### src/rtl/operand_loader.sv
// Input stage for the prefix adder: synchronizes and debounces the board inputs,
// captures the X/Y/carry operands and tracks operand validity for a valid/ack consumer.
module operand_loader #(
  parameter int unsigned WIDTH           = 8,
  parameter int unsigned DEBOUNCE_CYCLES = 500000,
  parameter int unsigned SYNC_STAGES     = 2
) (
  input  logic             clock,
  input  logic             reset,
  input  logic             key_n,
  input  logic             sel,
  input  logic [WIDTH-1:0] data_in,
  input  logic             carry_sw,
  input  logic             ack,
  output logic [WIDTH-1:0] x_out,
  output logic [WIDTH-1:0] y_out,
  output logic             cin_out,
  output logic             x_valid,
  output logic             y_valid,
  output logic             operands_ready,
  output logic             load_strobe
);

  localparam int unsigned CNT_W = (DEBOUNCE_CYCLES > 2) ? $clog2(DEBOUNCE_CYCLES) : 1;
  localparam logic [CNT_W-1:0] CNT_MAX = CNT_W'(DEBOUNCE_CYCLES - 1);

  typedef enum logic [1:0] {EMPTY, HAVE_X, HAVE_Y, READY} state_t;

  logic [SYNC_STAGES-1:0] key_sync;
  logic [SYNC_STAGES-1:0] sel_sync;
  logic [SYNC_STAGES-1:0] carry_sync;
  logic [WIDTH-1:0]       data_sync [SYNC_STAGES];

  logic             key_s;
  logic             sel_s;
  logic             carry_s;
  logic [WIDTH-1:0] data_s;

  logic             stable;
  logic             stable_d;
  logic [CNT_W-1:0] counter;

  logic   press;
  logic   load_x;
  logic   load_y;
  state_t state;
  state_t state_next;

  // Synchronizer chains; the key chain idles at released (1)
  always_ff @(posedge clock or posedge reset) begin
    if (reset) begin
      key_sync   <= '1;
      sel_sync   <= '0;
      carry_sync <= '0;
      for (int i = 0; i < int'(SYNC_STAGES); i++) data_sync[i] <= '0;
    end else begin
      key_sync   <= {key_sync[SYNC_STAGES-2:0], key_n};
      sel_sync   <= {sel_sync[SYNC_STAGES-2:0], sel};
      carry_sync <= {carry_sync[SYNC_STAGES-2:0], carry_sw};
      data_sync[0] <= data_in;
      for (int i = 1; i < int'(SYNC_STAGES); i++) data_sync[i] <= data_sync[i-1];
    end
  end

  assign key_s   = key_sync[SYNC_STAGES-1];
  assign sel_s   = sel_sync[SYNC_STAGES-1];
  assign carry_s = carry_sync[SYNC_STAGES-1];
  assign data_s  = data_sync[SYNC_STAGES-1];

  // Debouncer: a change is accepted after DEBOUNCE_CYCLES consecutive mismatching cycles
  always_ff @(posedge clock or posedge reset) begin
    if (reset) begin
      stable   <= 1'b1;
      stable_d <= 1'b1;
      counter  <= '0;
    end else begin
      stable_d <= stable;
      if (key_s != stable) begin
        if (counter == CNT_MAX) begin
          stable  <= key_s;
          counter <= '0;
        end else begin
          counter <= counter + CNT_W'(1);
        end
      end else begin
        counter <= '0;
      end
    end
  end

  assign press  = stable_d & ~stable;
  assign load_x = press & sel_s;
  assign load_y = press & ~sel_s;

  // Operand capture; values persist across ack
  always_ff @(posedge clock or posedge reset) begin
    if (reset) begin
      x_out       <= '0;
      y_out       <= '0;
      cin_out     <= 1'b0;
      load_strobe <= 1'b0;
    end else begin
      load_strobe <= press;
      if (load_x) x_out <= data_s;
      if (load_y) y_out <= data_s;
      if (press)  cin_out <= carry_s;
    end
  end

  always_ff @(posedge clock or posedge reset) begin
    if (reset) state <= EMPTY;
    else       state <= state_next;
  end

  // ack clears first, so a coincident load leaves only that operand valid
  always_comb begin
    state_next = state;
    if (ack) begin
      if (load_x)      state_next = HAVE_X;
      else if (load_y) state_next = HAVE_Y;
      else             state_next = EMPTY;
    end else begin
      unique case (state)
        EMPTY: begin
          if (load_x)      state_next = HAVE_X;
          else if (load_y) state_next = HAVE_Y;
        end
        HAVE_X:  if (load_y) state_next = READY;
        HAVE_Y:  if (load_x) state_next = READY;
        READY:   state_next = READY;
        default: state_next = EMPTY;
      endcase
    end
  end

  always_comb begin
    x_valid        = 1'b0;
    y_valid        = 1'b0;
    operands_ready = 1'b0;
    unique case (state)
      HAVE_X: x_valid = 1'b1;
      HAVE_Y: y_valid = 1'b1;
      READY: begin
        x_valid        = 1'b1;
        y_valid        = 1'b1;
        operands_ready = 1'b1;
      end
      default: ;
    endcase
  end

endmodule

### config.mk
export PLATFORM = sky130hd
export DESIGN_NAME = operand_loader
export DESIGN_NICKNAME = d
export VERILOG_FILES = /design/src/rtl/operand_loader.sv
export SDC_FILE = /design/constraint.sdc
export NUM_CORES = 1
export LEC_CHECK = 0
export ABC_AREA = 1
export CAP_MARGIN = 20
export CORE_UTILIZATION = 25
export DETAILED_ROUTE_END_ITERATION = 7
export SYNTH_ARGS = -nofsm -noshare
export SYNTH_HDL_FRONTEND = slang
export SYNTH_SLANG_ARGS = --single-unit
### constraint.sdc
create_clock -name clock -period 3.4 [get_ports clock]
set_input_delay 0.34 -clock clock [delete_from_list [all_inputs] [get_ports clock]]
set_output_delay 0.34 -clock clock [all_outputs]
set_load 0.1 [all_outputs]
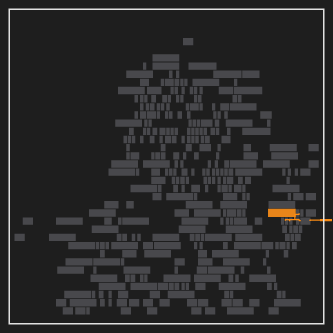
Fig. 1. Wires at chosen ports, followed through buffers.
Scale: 3 px per µm.
[orange] x_valid | bits: 1 | direction: output | end cells: 1 | buffers: 1 | wire: 13.8 µm

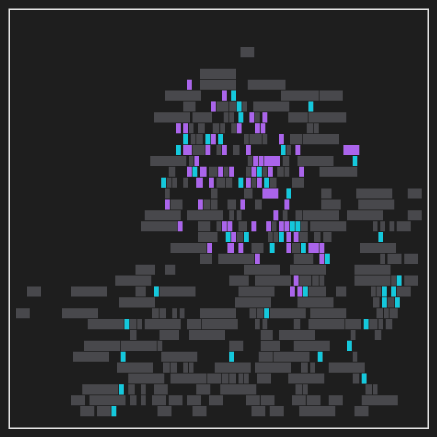
Fig. 2. Selected gate families.
Scale: 4 px per µm.
[purple] NOR gates | cells: 60 | where: center
[cyan] inverters | cells: 42

==> reports/qor.yml <==
via_count: 1922
cts_buffer_depth: 2
synthCells: 290
drt_pass1_iterations: 4
fmax_ghz: 0.433
fin_crit_ps: 2310
grt_pass1_wl_mm: 9.00
topCombFamilyByArea: "simple AND/OR/NAND/NOR gates"
slew_headroom: 0.337
logic_area_um2: 853
num-clock-buffers: 9
hold_depth: 0
edf_count: 0
clock-sinks: 63
path_buffers: 2
avgSynthCellArea_um2: 9.03
synth_chip_area_um2: 2620
ys.flop_type: "dfrtp_1"
seq_share: 0.480
chipArea_um2: 10900
ys_seq_frac: 0.604
grt_max_degree: 40
status: "complete, no violations"
grt_usage: 0.106
cp-start-kind: "flop"
critical_path.startpoint: "state[1]$_DFFE_PP0P_"
dp_hpwl_mm: 3.61
cts_tree: "built"
buffers: 36
ys_sh_xor: 0.0330
cts_resized: 0
fin_nets: 347
area_leaders: "dfrtp_1 56%, nand2_1 8.3%, nor2_1 7.4%"
initial_utilization: 0.256
syn_nets: 305
critical_path.max_stage_delay_ps: 1110
crit_fanout: 4
path_delay_family: "buffers and inverters"
clk_share: 0.0543
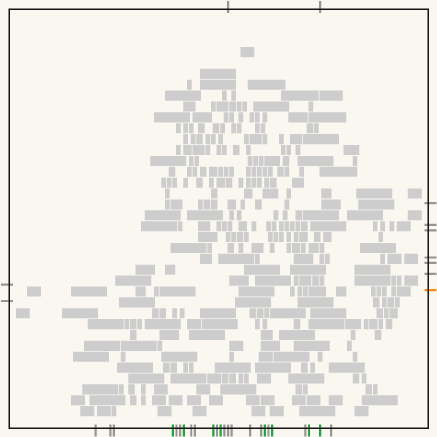
Fig. 3. Pin map.
Scale: 4 px per µm. Pins as bars across the die edge, other pins in gray.
[orange] x_valid | pins: 1 | direction: output | edge: right
[green] y_out | pins: 8 | direction: output | edge: bottom
all pins by edge: 24 bottom, 7 right, 2 top, 2 left
I/O Buffers: 34
Die X: 104 µm
Die Y: 104 µm

-- power breakdown --
part,total (µW),switching [µW],internal [µW]
Sequential,780,10.1,769
Clock,585,314,271
Combinational,105,72.4,32.5
Total,1470,397,1070
-- sequential cells by signal, indices dropped and copies added, names as in the netlist --
register	count
carry_sync	2
cin_out	1
counter	19
data_s	8
data_sync	8
key_sync	2
load_strobe	1
sel_sync	2
stable	1
stable_d	1
state	2
x_out	8
y_out	8
-- worst min path at each step --
stage / start / end / slack (ps)
after floorplan: carry_sync[0]$_DFF_PP0_ / carry_sync[1]$_DFF_PP0_ / 330
after global placement: data_sync[14]$_DFF_PP0_ / data_s[6]$_DFF_PP0_ / 330
after detailed placement: sel_sync[0]$_DFF_PP0_ / sel_sync[1]$_DFF_PP0_ / 340
after CTS: sel_sync[0]$_DFF_PP0_ / sel_sync[1]$_DFF_PP0_ / 340
after global routing: data_sync[14]$_DFF_PP0_ / data_s[6]$_DFF_PP0_ / 350
final: sel_sync[0]$_DFF_PP0_ / sel_sync[1]$_DFF_PP0_ / 340
-- kinds of logic (layout without fill, tap and decap cells) --
| kind of cell | Yosys count | in the layout |
|---|---|---|
| AOI/OAI and AO/OA | 25 | 25 |
| DFF | 63 | 63 |
| adders and majority gates | 1 | 1 |
| buffers and inverters | 47 | 94 |
| xor gates and xnor gates | 9 | 9 |
| and+or+nand+nor | 145 | 145 |
-- stage by stage --
step           hold WS, ps  area (µm²)  cells
5_1_grt                347        3300    473
3_3_place_gp           333        3120    457
4_1_cts                341        3300    473
3_5_place_dp           336        3120    457
6_report               339        3300    473
2_1_floorplan          331        2620    290
-- layer usage --
metal	share of wire	vias up	global-route usage
met5	0	-	0
met4	0.023	0	0.0673
met2	0.48	35	0.162
met1	0.47	905	0.130
met3	0.029	10	0.0307
li1	-	972	-
No activity file was given, so power comes from the tool's default toggle rates.
